===== src/rtl/comb1_sched.sv =====
`default_nettype none
// comb1_sched: holds one operand set on the comb1 datapath, snapshots the nine
// result buses after a settle time and streams them out one word per handshake.
// Optional skip mask: define COMB1_SCHED_MASK_EN to add i_in_mask.
module comb1_sched #(
   parameter int WIDTH         = 4,
   parameter int SETTLE_CYCLES = 1
) (
   input  logic               clk,
   input  logic               rst_n,
   input  logic               i_in_valid,
   output logic               o_in_ready,
   input  logic [WIDTH-1:0]   i_in_a,
   input  logic [WIDTH-1:0]   i_in_b,
   input  logic [WIDTH-1:0]   i_in_c,
   input  logic [WIDTH-1:0]   i_in_d,
`ifdef COMB1_SCHED_MASK_EN
   input  logic [8:0]         i_in_mask,
`endif
   output logic [WIDTH-1:0]   o_dp_a,
   output logic [WIDTH-1:0]   o_dp_b,
   output logic [WIDTH-1:0]   o_dp_c,
   output logic [WIDTH-1:0]   o_dp_d,
   input  logic [9*WIDTH-1:0] i_dp_res,
   output logic               o_out_valid,
   input  logic               i_out_ready,
   output logic [WIDTH-1:0]   o_out_data,
   output logic [3:0]         o_out_idx,
   output logic               o_out_last,
   output logic               o_done,
   output logic               o_busy
);
   localparam logic [1:0] S_IDLE     = 2'd0;
   localparam logic [1:0] S_SETTLE   = 2'd1;
   localparam logic [1:0] S_EMIT     = 2'd2;
   localparam int         C_NCAT     = 9;
   localparam logic [3:0] C_CNT_LOAD = 4'(SETTLE_CYCLES - 1);

   logic [1:0]       r_state;
   logic [1:0]       w_state_nxt;
   logic [3:0]       r_cnt;
   logic [3:0]       r_idx;
   logic             r_done;
   logic [WIDTH-1:0] r_a;
   logic [WIDTH-1:0] r_b;
   logic [WIDTH-1:0] r_c;
   logic [WIDTH-1:0] r_d;
   logic [WIDTH-1:0] r_snap [C_NCAT];
   logic [8:0]       w_mask;
   logic             w_accept;
   logic             w_is_last;
   logic [3:0]       w_first_idx;
   logic [3:0]       w_next_idx;
   logic [3:0]       w_last_idx;
   logic [WIDTH-1:0] w_sel_data;

`ifdef COMB1_SCHED_MASK_EN
   logic [8:0] r_mask;

   always_ff @(posedge clk or negedge rst_n) begin
      if (!rst_n)
         r_mask <= '0;
      else if (w_accept)
         r_mask <= i_in_mask;
   end

   assign w_mask = r_mask;
`else
   assign w_mask = '1;
`endif

   assign w_accept  = (r_state == S_IDLE) && i_in_valid;
   assign w_is_last = (r_idx == w_last_idx);

   // Lowest enabled category, next enabled above r_idx, and highest enabled.
   always_comb begin
      w_first_idx = 4'd0;
      w_next_idx  = 4'd0;
      w_last_idx  = 4'd0;
      for (int i = C_NCAT - 1; i >= 0; i--) begin
         if (w_mask[i])
            w_first_idx = 4'(i);
         if (w_mask[i] && (4'(i) > r_idx))
            w_next_idx = 4'(i);
      end
      for (int i = 0; i < C_NCAT; i++) begin
         if (w_mask[i])
            w_last_idx = 4'(i);
      end
   end

   always_comb begin
      w_sel_data = '0;
      for (int i = 0; i < C_NCAT; i++) begin
         if (r_idx == 4'(i))
            w_sel_data = r_snap[i];
      end
   end

   always_ff @(posedge clk or negedge rst_n) begin
      if (!rst_n)
         r_state <= S_IDLE;
      else
         r_state <= w_state_nxt;
   end

   always_comb begin
      w_state_nxt = r_state;
      case (r_state)
         S_IDLE:   if (w_accept) w_state_nxt = S_SETTLE;
         S_SETTLE: if (r_cnt == 4'd0) w_state_nxt = (w_mask == 9'd0) ? S_IDLE : S_EMIT;
         S_EMIT:   if (i_out_ready && w_is_last) w_state_nxt = S_IDLE;
         default:  w_state_nxt = S_IDLE;
      endcase
   end

   always_comb begin
      o_in_ready  = (r_state == S_IDLE);
      o_busy      = (r_state != S_IDLE);
      o_out_valid = 1'b0;
      o_out_data  = '0;
      o_out_idx   = 4'd0;
      o_out_last  = 1'b0;
      if (r_state == S_EMIT) begin
         o_out_valid = 1'b1;
         o_out_data  = w_sel_data;
         o_out_idx   = r_idx;
         o_out_last  = w_is_last;
      end
   end

   always_ff @(posedge clk or negedge rst_n) begin
      if (!rst_n) begin
         r_a    <= '0;
         r_b    <= '0;
         r_c    <= '0;
         r_d    <= '0;
         r_cnt  <= 4'd0;
         r_idx  <= 4'd0;
         r_done <= 1'b0;
         for (int i = 0; i < C_NCAT; i++)
            r_snap[i] <= '0;
      end else begin
         r_done <= 1'b0;
         case (r_state)
            S_IDLE: begin
               if (w_accept) begin
                  r_a   <= i_in_a;
                  r_b   <= i_in_b;
                  r_c   <= i_in_c;
                  r_d   <= i_in_d;
                  r_cnt <= C_CNT_LOAD;
               end
            end
            S_SETTLE: begin
               if (r_cnt == 4'd0) begin
                  for (int i = 0; i < C_NCAT; i++)
                     r_snap[i] <= i_dp_res[i*WIDTH +: WIDTH];
                  r_idx  <= w_first_idx;
                  r_done <= (w_mask == 9'd0);
               end else begin
                  r_cnt <= r_cnt - 4'd1;
               end
            end
            S_EMIT: begin
               if (i_out_ready) begin
                  r_idx  <= w_next_idx;
                  r_done <= w_is_last;
               end
            end
            default: ;
         endcase
      end
   end

   assign o_dp_a = r_a;
   assign o_dp_b = r_b;
   assign o_dp_c = r_c;
   assign o_dp_d = r_d;
   assign o_done = r_done;
endmodule
`default_nettype wire


===== config.mk =====
export PLATFORM = sky130hd
export DESIGN_NAME = comb1_sched
export DESIGN_NICKNAME = d
export VERILOG_FILES = /design/src/rtl/comb1_sched.sv
export SDC_FILE = /design/constraint.sdc
export NUM_CORES = 1
export LEC_CHECK = 0
export CAP_MARGIN = 20
export CORE_MARGIN = 4
export CORE_UTILIZATION = 43
export DETAILED_ROUTE_END_ITERATION = 8
export PLACE_DENSITY_LB_ADDON = 0.3
export SETUP_SLACK_MARGIN = 0.4
export SLEW_MARGIN = 40
export SYNTH_ARGS = -nofsm -noshare
export SYNTH_HDL_FRONTEND = slang
export SYNTH_SLANG_ARGS = --single-unit

===== constraint.sdc =====
create_clock -name clk -period 1.4 [get_ports clk]
set_input_delay 0.14 -clock clk [delete_from_list [all_inputs] [get_ports clk]]
set_output_delay 0.14 -clock clk [all_outputs]
set_load 0.02 [all_outputs]

==> metrics.log <==
[flow] summary of implementation run
[metrics] global routing met3 resource utilization: 0.0467
[metrics] clock network area share: 0.0359
[metrics] multi-input logic area: 1490 um^2
[metrics] number of global-route vias before repair: between 2,000 and 3,000
[metrics] number of H-tree levels: 3
[metrics] power attributed to combinational cells: around 6.5 mW
[metrics] distinct lib cells: between 40 and 50
[metrics] Multiplexer share: 0.258
[metrics] share of the synthesized netlist area taken by xor and xnor gates: 0.00600
[metrics] most area-hungry cell class in the final design: buffers
[metrics] top-level I/O count: between 80 and 90
[metrics] register area: 1580 um^2
[metrics] commonest cells after routing, fill and taps aside: 60 x dfrtp_1, 54 x clkdlybuf4s50_1, 42 x buf_6
[metrics] Primary FF master, synth: dfrtp_1
[metrics] number of hold violations in the final report: 0
[metrics] leading cell types by total area after synthesis: dfrtp_1 54%, mux2_2 18%, mux2_4 4.1%
[metrics] crit start category: flop
[metrics] max-capacitance violation count: 0
[metrics] part of the total power dissipated in the clock network: 0.131
[metrics] final std cell area, no fill: a little over 5000 um^2
[metrics] via count normalized by instance count: between 5 and 6
[metrics] multi-input gate count: between 100 and 150
[metrics] routability congestion estimate: around 0.76
[metrics] final cell count without fillers: between 400 and 500
[metrics] number of flip-flops under the largest register name: 36
[metrics] Worst-Skew Late Latency: between 0.3 and 0.4 ns
[metrics] total power draw: approximately 11 mW
[metrics] Final Critical Period: 2.09 ns
[metrics] placeable core area: roughly 6500 um^2
[metrics] nonclk buf count: around 150
[metrics] worst reg-to-reg setup slack: -0.36 ns
[metrics] Worst Path Class, Setup: reg2out
[metrics] area post-placement: just over 4000 um^2
[metrics] power spent charging and discharging nets: 3.98 mW
[metrics] cell type of the slowest stage on the worst timing path: dfrtp_2
[metrics] final global-route overflow total: 0
[metrics] source of the critical timing path: r_idx[0]
[metrics] most used cell, CP: buf_12
[metrics] Worst Path Max Fanout: 5
[metrics] Most flops, register: r_snap
[metrics] final worst-path cycle share: 1.49
[metrics] Leakage Power: 2.25 nW
[metrics] required time at the worst-slack endpoint: 1.26 ns
[metrics] area leader, netlist: dfrtp_1
[metrics] flop share of the area: 0.311
[metrics] outcome: finished with violations
[metrics] IO Port Bufs: 84
[metrics] Detail Placement HPWL: ~4.8 mm
[metrics] classification of the worst-slack hold path: in2async
[metrics] count of cells resized by post-cts repair: between 200 and 250
[metrics] length in cells of the worst reg-to-reg path: 7
[metrics] # clock sinks: around 63
[metrics] starting density of the core: 0.452
[metrics] Post-Syn Instances: around 220
[metrics] critical path endpoint category: output port
[metrics] clk root buf: clkbuf_8
[metrics] Buffers & Inverters on Critical Path: 3
[metrics] count of flip-flops and latches: 63
[metrics] Top power group: combinational cells
[metrics] standard-cell rows: 29
[metrics] Basic Gates by Area: 0.0861
[metrics] Non-clk invs: 8
[metrics] synthesized area per cell: 13.5 um^2
[metrics] slack of the critical path: -0.687 ns
[metrics] share of the synthesized area in the top cell type: 0.540
[metrics] final-report max-slew violation count: 0
[metrics] Final #Nets: approximately 430
[metrics] worst path cell trace: buf_12 > buf_12 > mux2i_1 > nor2_1 > a311oi_2 > o32ai_2 > buf_4
[metrics] initial antenna violation count: 0
[metrics] destination of the critical timing path: o_out_data[1]
[metrics] area of the synthesized netlist per yosys stat: 2920 um^2
[metrics] largest combinational cell category by area: multiplexers
[metrics] yosys warns: 0
[metrics] net count after synthesis: around 280
[metrics] number of clock-tree buffers in the layout: 14
[metrics] Antenna Violating Nets Remaining: 0
[metrics] global routing usage on met1: 0.244
[metrics] most used standard cell by instance count after synthesis: dfrtp_1
[metrics] family with the most delay on the worst path: buffers and inverters
[metrics] violated checks: negative setup slack
[metrics] Post-Place Cells: 396
[metrics] detailed-routing wirelength on met1: 3.61 mm
[metrics] vias after detailed routing: roughly 2,400
[metrics] startpoint of the lowest-slack register-to-register path: r_state[1]
[metrics] total stage count of the critical path: 7
[metrics] Switching Share: 0.348
[metrics] Cell Area, Synth: 2920 um^2
[metrics] AND-OR/OR-AND Cells, Area Fraction: 0.0612
[metrics] endpoints failing setup: between 70 and 80
[metrics] adder share: 0.00857
[metrics] global-route wire length before repair: 12.8 mm
[metrics] post-synthesis sequential area ratio: 0.540
[metrics] count of instantiated cells in the yosys netlist: 217
[metrics] FILL cells: roughly 370
Routing congestion:
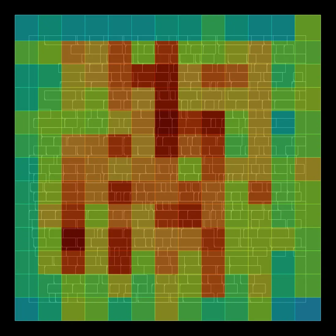
grt peak-use layer: met2
met2 capacity usage during global routing: 0.329
Avg WL per Cell: 19.9 um
share of the core filled with cells: 0.788

Wiring by layer:
Two of the layers only.
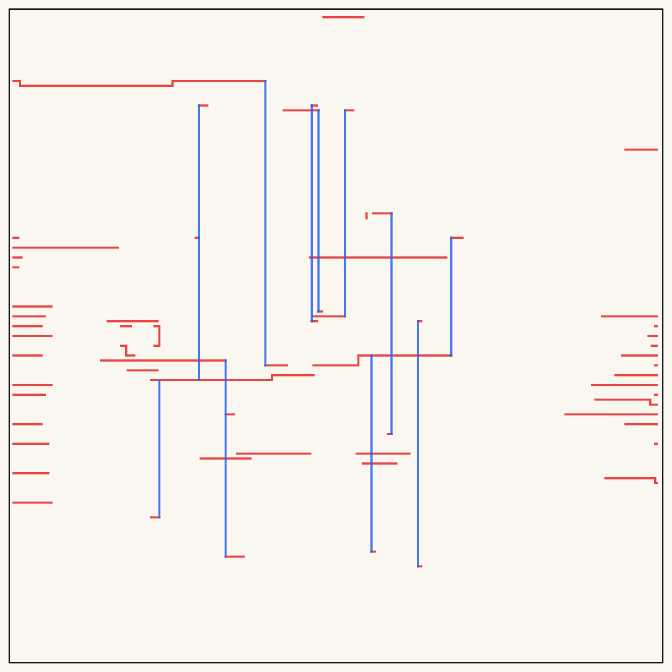
[red] M3 | wire length: 334 um
[blue] M4 | wire length: 318 um
final wirelength: 8.99 mm
GRT Total Usage: 0.197

Power figures rest on the tool's default switching activity, not on a simulated workload.
